**Run 1: wire density map**

Bar = 20 um. 14 x 14 tiles, from white (low) to dark blue (high), scaled to the fullest tile. Values are wire area over tile area, all layers added.
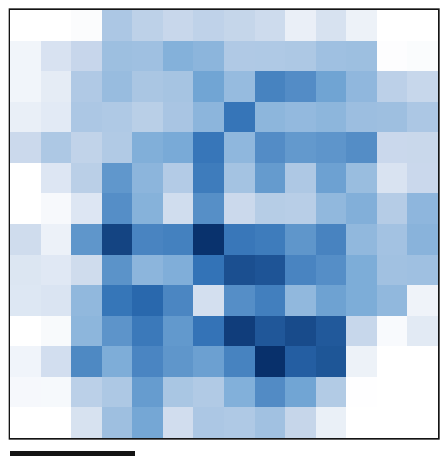
**Run 1: routed clock nets over the placement**

Bar = 20 um.
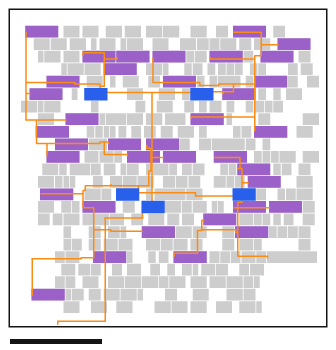
**Run 1: the metal 3 layer**

Cells faint in the background.
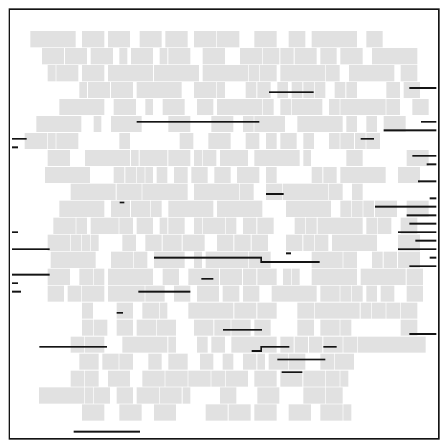
**Run 1: close-up of the layout**

Region (14, 14) to (54, 54) um. Cells in grey, sequential cells in the stronger grey; small squares are vias.
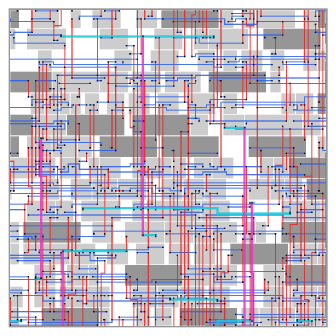
[src/rtl/mem_port_arbiter.sv]
// Shared memory port sequencer: vector > (starved fetch) > data > fetch,
// one transaction at a time with a fixed memory latency.
module mem_port_arbiter #(
  parameter int AW         = 8,
  parameter int DW         = 8,
  parameter int MEM_LAT    = 1,
  parameter int STARVE_MAX = 3
) (
  input  logic          clk,
  input  logic          reset,
  input  logic          v_req,
  input  logic [AW-1:0] v_addr,
  output logic          v_gnt,
  output logic          v_done,
  input  logic          d_req,
  input  logic          d_we,
  input  logic [AW-1:0] d_addr,
  input  logic [DW-1:0] d_wdata,
  output logic          d_gnt,
  output logic          d_done,
  input  logic          f_req,
  input  logic [AW-1:0] f_addr,
  output logic          f_gnt,
  output logic          f_done,
  output logic [DW-1:0] rdata,
  output logic          mem_en,
  output logic          mem_we,
  output logic [AW-1:0] mem_addr,
  output logic [DW-1:0] mem_wdata,
  input  logic [DW-1:0] mem_rdata,
  output logic          fetch_stall,
  output logic          busy
);

  localparam int             SW         = (STARVE_MAX < 1) ? 1 : $clog2(STARVE_MAX + 1);
  localparam logic [SW-1:0]  STARVE_TOP = SW'(STARVE_MAX);
  localparam logic [1:0]     LAT_LOAD   = 2'(MEM_LAT - 1);

  typedef enum logic [1:0] {S_IDLE = 2'd0, S_ACCESS = 2'd1, S_WAIT = 2'd2} state_t;

  state_t        r_state, w_next;
  logic [1:0]    r_lat;
  logic [SW-1:0] r_starve;
  logic [2:0]    r_cur;    // in-flight owner, one-hot {v,d,f}
  logic [2:0]    r_done;
  logic [AW-1:0] r_addr;
  logic          r_we;
  logic [DW-1:0] r_wdata;
  logic [DW-1:0] r_rdata;
  logic [2:0]    w_win;
  logic          w_idle, w_acc, w_last;

  assign w_idle = (r_state == S_IDLE);
  assign w_acc  = (r_state == S_ACCESS);
  assign w_last = (r_state == S_WAIT) && (r_lat == 2'd0);

  always_comb begin
    w_win = 3'b000;
    if (w_idle) begin
      if (v_req)                              w_win = 3'b100;
      else if (f_req && r_starve == STARVE_TOP) w_win = 3'b001;
      else if (d_req)                         w_win = 3'b010;
      else if (f_req)                         w_win = 3'b001;
    end
  end

  always_ff @(posedge clk) begin
    if (reset) r_state <= S_IDLE;
    else       r_state <= w_next;
  end

  always_comb begin
    w_next = r_state;
    unique case (r_state)
      S_IDLE:   if (|w_win) w_next = S_ACCESS;
      S_ACCESS: w_next = S_WAIT;
      S_WAIT:   if (r_lat == 2'd0) w_next = S_IDLE;
      default:  w_next = S_IDLE;
    endcase
  end

  always_comb begin
    mem_en                = w_acc;
    mem_we                = w_acc & r_we;
    mem_addr              = w_acc ? r_addr  : '0;
    mem_wdata             = w_acc ? r_wdata : '0;
    {v_gnt, d_gnt, f_gnt} = w_acc ? r_cur : 3'b000;
    {v_done, d_done, f_done} = r_done;
    busy                  = !w_idle;
    fetch_stall           = f_req & ~r_done[0];
  end

  assign rdata = r_rdata;

  always_ff @(posedge clk) begin
    if (reset) begin
      r_cur    <= '0;
      r_done   <= '0;
      r_addr   <= '0;
      r_we     <= 1'b0;
      r_wdata  <= '0;
      r_lat    <= '0;
      r_starve <= '0;
      r_rdata  <= '0;
    end else begin
      if (|w_win) begin
        r_cur   <= w_win;
        r_addr  <= w_win[2] ? v_addr : (w_win[1] ? d_addr : f_addr);
        r_we    <= w_win[1] & d_we;
        r_wdata <= w_win[1] ? d_wdata : '0;
      end
      if (w_acc)                     r_lat <= LAT_LOAD;
      else if (r_lat != 2'd0)        r_lat <= r_lat - 2'd1;
      r_done <= w_last ? r_cur : 3'b000;
      if (w_last && !r_we)           r_rdata <= mem_rdata;
      // vector grants deliberately leave the starvation count alone
      if (w_idle) begin
        if (w_win[0] || !f_req)                      r_starve <= '0;
        else if (w_win[1] && r_starve != STARVE_TOP) r_starve <= r_starve + SW'(1);
      end
    end
  end

endmodule

[config.mk]
export PLATFORM = sky130hd
export DESIGN_NAME = mem_port_arbiter
export DESIGN_NICKNAME = d
export VERILOG_FILES = /design/src/rtl/mem_port_arbiter.sv
export SDC_FILE = /design/constraint.sdc
export NUM_CORES = 1
export LEC_CHECK = 0
export CAP_MARGIN = 20
export CORE_UTILIZATION = 43
export CTS_CLUSTER_DIAMETER = 40
export CTS_CLUSTER_SIZE = 25
export DETAILED_ROUTE_END_ITERATION = 8
export MAX_ROUTING_LAYER = met4
export PLACE_DENSITY = 0.81
export SYNTH_ARGS = -nofsm -noshare
export SYNTH_HDL_FRONTEND = slang
export SYNTH_SLANG_ARGS = --single-unit
export TNS_END_PERCENT = 100
[constraint.sdc]
create_clock -name clk -period 2 [get_ports clk]
set_input_delay 0.2 -clock clk [delete_from_list [all_inputs] [get_ports clk]]
set_output_delay 0.2 -clock clk [all_outputs]
set_load 0.03 [all_outputs]
==> impl_metrics.tcl, run 1 <==
# collected from the flow reports
set metrics [dict create \
    dp_cells 343 \
    pg_comb_uw 638 \
    mi_logic_area_um2 1010 \
    ff_type "dfxtp_1" \
    clock_net_power_uw 685 \
    fillers 341 \
    hold_viol 0 \
    post-route-min-period_ns 1.77 \
    logic_gates 153 \
    cts_hold_buf 0 \
    synth_seq_share 0.388 \
    postRouteAntennaNets 0 \
    flops 37 \
    inverters_excl_clock 11 \
    post_cts_buffers 0 \
    p_leak_uw 0.00113 \
    status "completed" \
    grt_usage 0.234 \
    synth_area_um2 1910 \
    synth-edff-count 0 \
    initCoreUtil 0.463 \
    flop_area_um2 741 \
    critPathSlowestCell "dfxtp_1" \
    max_freq_ghz 0.565 \
]
About 'wire density map':
nearly empty tiles	9.7%
emptiest ninth of the die	top left
tiles over half the peak	29%
mean over tiles	0.17
fullest tile	0.45

About 'routed clock nets over the placement':
[purple] flip-flops | count: 37
[orange] clock wires | length: 472 um
[blue] clock drivers | count: 5
routed clock nets	6

About 'the metal 3 layer':
main direction	horizontal
share of all routed wire	3.8%
nets with wire on the layer	34
longest straight run	19.3 um

About 'close-up of the layout':
colour	layer
red	metal 2
magenta	metal 4
cyan	metal 3
blue	metal 1
sequential cells in the window	17
netlist names of flops here include	`r_addr` (7), `r_cur` (3), `r_state` (2)
cells with their middle in the window	136
most frequent	dfxtp_1 (17), buf_4 (13)

run 1: kinds of logic (layout without fill, tap and decap cells):
logic type                 count (synthesis)  count (layout)
and+or+nand+nor                           80              80
AOI/OAI and AO/OA                         62              62
DFF                                       37              37
buffers and inverters                     32             111
muxes                                      8               8
adders and majority gates                  2               2
xor gates and xnor gates                   1               1
run 1: tightest hold or removal path: stages, from the launching register on:
cell	delay, ns
dfxtp_1	0.32
nand2_1	0.05
a21oi_1	0.05
run 1: worst paths after layout:
| path | depth (start not counted) | startpoint | to |
|---|---|---|---|
| setup / recovery | 4 | r_state[0]$_SDFFE_PP0P_ | mem_we |
| hold / removal | 2 | r_starve[1]$_SDFFE_PP0P_ | r_starve[1]$_SDFFE_PP0P_ |
| setup reg to reg | 4 | r_state[1]$_SDFFE_PP0P_ | r_addr[4]$_SDFFE_PP0P_ |
| hold reg to reg | 2 | r_starve[1]$_SDFFE_PP0P_ | r_starve[1]$_SDFFE_PP0P_ |
run 1: cells in the mapped netlist, types with 8 or more instances:
library cell  number  area, um2
nor4_1             8       50.1
mux2i_1            8       80.1
and2_1            23        144
nor2b_1           11       68.8
a211o_1            9       78.8
a211oi_1           8       60.1
a21oi_1           15       75.1
inv_1             11       41.3
nand3_1            9       45.0
dfxtp_1           37        741
clkbuf_1           8       30.0
nor2_1            13       48.8
o21ai_0           19       95.1
run 1: routing by layer:
| metal | GRT usage | wire, um |
|---|---|---|
| met1 | 0.283 | 2360 |
| met2 | 0.382 | 2440 |
| met3 | 0.0510 | 194 |
| met4 | 0.0833 | 108 |
| met5 | - | 0 |
run 1: registers in the layout, indices dropped and copies added (netlist names):
name,flops
r_we,1
r_lat,2
r_state,2
r_addr,8
r_starve,2
rdata,8
r_cur,3
r_wdata,8
r_done,3
--- run 2 (diff from run 1) ---
--- a/config.mk
+++ b/config.mk
@@ -7,7 +7,6 @@
 export LEC_CHECK = 0
 export CAP_MARGIN = 20
 export CORE_UTILIZATION = 43
-export CTS_CLUSTER_DIAMETER = 40
 export CTS_CLUSTER_SIZE = 25
 export DETAILED_ROUTE_END_ITERATION = 8
 export MAX_ROUTING_LAYER = met4
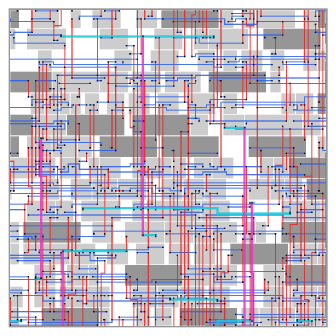
**Above:** run 2 (close-up of the layout).
Region (14, 14) to (54, 54) um. Cells in grey, sequential cells in the stronger grey; small squares are vias.
colour	layer
blue	metal 1
magenta	metal 4
cyan	metal 3
red	metal 2
sequential cells in the window	17
cells with their middle in the window	136
netlist names of flops here include	`r_addr` (7), `r_cur` (3), `r_state` (2)
most frequent	dfxtp_1 (17), buf_4 (13)

==> impl_metrics.tcl, run 2 <==
# collected from the flow reports
set metrics [dict create \
    p_leak_uw 0.00113 \
    critPathSlowestCell "dfxtp_1" \
    status "completed" \
    post-route-min-period_ns 1.77 \
    fillers 341 \
    ff_type "dfxtp_1" \
    topCellsByArea "dfxtp_1, and2_1, o21ai_0" \
    yosysMostFrequentCell "dfxtp_1" \
    hold_end "r_starve[1]$_SDFFE_PP0P_" \
    pg_comb_uw 638 \
    synthDominantCellAreaShare 0.388 \
    hold_viol 0 \
    synth_seq_share 0.388 \
    synth_area_um2 1910 \
    rr_worst_depth 4 \
    postRouteAntennaNets 0 \
    hold_path_depth 2 \
    r2r-start "r_state[1]$_SDFFE_PP0P_" \
    rr_endpoint "r_addr[4]$_SDFFE_PP0P_" \
    hold_path_startpoint "r_starve[1]$_SDFFE_PP0P_" \
    cts_hold_buf 0 \
    synth-edff-count 0 \
    lay_top_count "clkdlybuf4s50_1" \
    yosys.area.top_type "dfxtp_1" \
    post_cts_buffers 0 \
    common_cells "dfxtp_1, and2_1, o21ai_0" \
    grt_usage 0.234 \
    core_area_um2 4120 \
    mi_logic_area_um2 1010 \
    max_freq_ghz 0.565 \
    clock_net_power_uw 685 \
]
==> run 2: per-layer routing <==
metal,GRT usage,share of wire,up-vias
li1,-,-,945
met1,0.283,0.46,887
met2,0.382,0.48,48
met3,0.0510,0.038,11
met4,0.0833,0.021,0
met5,-,0,-
==> run 2: layout make-up <==
type | count | area share
Tap cell | 50 | 0.0222
Sequential cell | 37 | 0.263
Inverter | 11 | 0.0147
Timing Repair Buffer | 92 | 0.300
Clock buffer | 6 | 0.0293
Clock inverter | 2 | 0.0133
Multi-Input combinational cell | 153 | 0.357
==> run 2: worst max-delay path by stage <==
stage                                  startpoint                     end  slack, ns  cells after the start
after detailed placement                    v_req  r_addr[4]$_SDFFE_PP0P_       0.10                      4
after global routing      r_state[0]$_SDFFE_PP0P_                   d_gnt       0.14                      4
after global placement                      v_req  r_addr[1]$_SDFFE_PP0P_       0.22                      4
final                     r_state[0]$_SDFFE_PP0P_                  mem_we       0.23                      4
after floorplan           r_state[0]$_SDFFE_PP0P_                   d_gnt       0.31                      4
after CTS                 r_state[0]$_SDFFE_PP0P_                  mem_we       0.22                      4
==> run 2: cell families after synthesis <==
family / synth area share
compound gates: 0.217
xor+xnor: 0.00459
fa+ha+maj: 0.0131
buf+inv: 0.0833
flops: 0.388
mux: 0.0420
simple gates: 0.252
==> run 2: stage by stage <==
stage | hold WS [ns] | worst slack [ns] | power [uW] | std cells
after floorplan | 0.347 | 0.305 | 1260 | 222
after global placement | 0.447 | 0.215 | 1480 | 343
after detailed placement | 0.456 | 0.102 | 1500 | 343
after CTS | 0.465 | 0.225 | 2180 | 351
after global routing | 0.477 | 0.138 | 2280 | 351
final | 0.465 | 0.230 | 2170 | 351
**Run 2: clock routing**

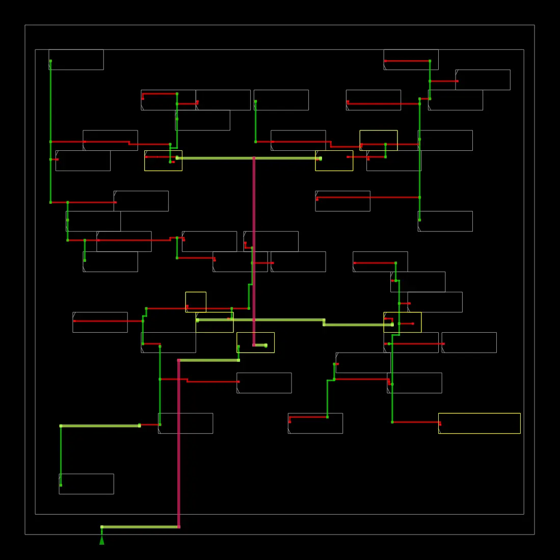

--- run 3 (diff from run 2) ---
--- a/config.mk
+++ b/config.mk
@@ -5,12 +5,13 @@
 export SDC_FILE = /design/constraint.sdc
 export NUM_CORES = 1
 export LEC_CHECK = 0
+export ABC_CLOCK_PERIOD_IN_PS = 2000
 export CAP_MARGIN = 20
 export CORE_UTILIZATION = 43
 export CTS_CLUSTER_SIZE = 25
 export DETAILED_ROUTE_END_ITERATION = 8
 export MAX_ROUTING_LAYER = met4
-export PLACE_DENSITY = 0.81
+export PLACE_DENSITY_LB_ADDON = 0.08
 export SYNTH_ARGS = -nofsm -noshare
 export SYNTH_HDL_FRONTEND = slang
 export SYNTH_SLANG_ARGS = --single-unit
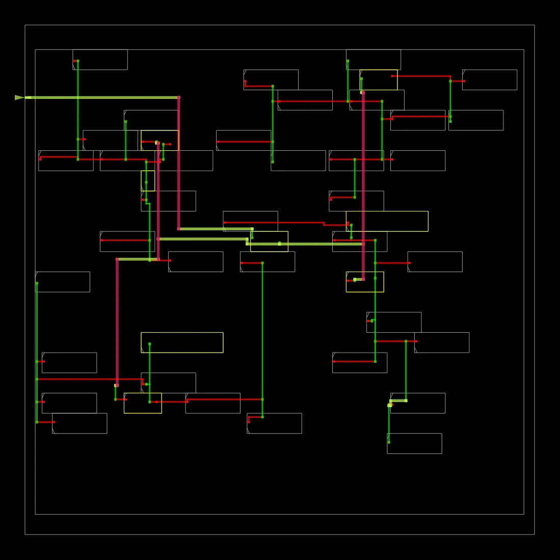
**Above:** run 3 (clock routing).
P_clk: 765 uW
Clock Skew: 0.00713 ns
CTS buffer count: 5
Worst-Skew Late Latency: 0.29 ns

==> impl_metrics.tcl, run 3 <==
# collected from the flow reports
set metrics [dict create \
    p_switching_uw 637 \
    synth_seq_share 0.388 \
    setup_ws_ns 0.190 \
    critPathMaxStageDelay_ns 0.52 \
    p_leak_uw 0.00115 \
    critPathSlowestCell "dfxtp_1" \
    wl_per_cell_um 14.2 \
    max_freq_ghz 0.552 \
    warning_count 26 \
    common_cells "dfxtp_1, and2_1, o21ai_0" \
    postRouteAntennaNets 0 \
    pg_comb_uw 632 \
    clockBufferDepth 2 \
    topCellsByArea "dfxtp_1, and2_1, o21ai_0" \
    status "completed" \
    wirelength_um 5010 \
    lay_top_count "clkdlybuf4s50_1" \
    hold_viol 0 \
    synth_area_um2 1910 \
    synth-edff-count 0 \
    dp_cells 344 \
    final_area_um2 2850 \
    tightest_slew_ns 0.486 \
    layout-drive-gt1-share 0.169 \
    initCoreUtil 0.463 \
    post-route-min-period_ns 1.81 \
    cts_hold_buf 0 \
    clkTransAtPathRegs_ns 0.08 \
    hold_slack_ns 0.466 \
    ff_type "dfxtp_1" \
    final_cells 352 \
    grt_max_degree 33 \
    grt_usage 0.237 \
    min_period_over_period 0.905 \
    core_area_um2 4120 \
    total_power_uw 2240 \
    area_growth_pct 49.5 \
    rrSetupSlack_ns 0.32 \
    synthDominantCellAreaShare 0.388 \
    yosys.area.top_type "dfxtp_1" \
    grt_remaining_overflow 0 \
    dp_slack_ns 0.155 \
    h-tree-depth 2 \
    post_cts_buffers 0 \
    irDropWorstVdd_v 0.000589 \
    yosysMostFrequentCell "dfxtp_1" \
    switching_share 0.284 \
    fillers 348 \
]
[run 3: cell counts after synthesis]
No cell type changed its count.
[run 3: cell type report]
cell class | instances | area [um2] | share of cell area
Tap cell | 50 | 62.6 | 0.0219
Clock inverter | 3 | 65.1 | 0.0228
Multi-Input combinational cell | 153 | 1010 | 0.353
Sequential cell | 37 | 741 | 0.260
Timing Repair Buffer | 93 | 866 | 0.304
Clock buffer | 5 | 68.8 | 0.0241
Inverter | 11 | 41.3 | 0.0145
[run 3: path summary, 6_finish.rpt]
path | start | endpoint | cells past startpoint
max | r_state[0]$_SDFFE_PP0P_ | busy | 3
min | d_wdata[5] | r_wdata[5]$_SDFFE_PP0P_ | 3
max reg2reg | r_state[1]$_SDFFE_PP0P_ | r_addr[5]$_SDFFE_PP0P_ | 4
min reg2reg | r_starve[1]$_SDFFE_PP0P_ | r_starve[1]$_SDFFE_PP0P_ | 2
[run 3: worst max-delay path: cells and delay by family (launching register included)]
kind          cells  cell delay, ns
buf+inv           2            0.41
simple gates      1            0.39
flops             1            0.52
[run 3: layer usage]
| metal | GRT usage | part of all wire | vias up |
|---|---|---|---|
| li1 | - | - | 940 |
| met1 | 0.295 | 0.46 | 875 |
| met2 | 0.366 | 0.46 | 75 |
| met3 | 0.0477 | 0.065 | 12 |
| met4 | 0.115 | 0.020 | 0 |
| met5 | - | 0 | - |
[run 3: logic make-up after synthesis]
group,count (synthesis),share of synthesized area
and+or+nand+nor,80,0.252
DFF,37,0.388
xor gates and xnor gates,1,0.00459
AOI/OAI and AO/OA,62,0.217
muxes,8,0.0420
adders and majority gates,2,0.0131
buffers and inverters,32,0.0833
Power is estimated from default activity; no workload was simulated.
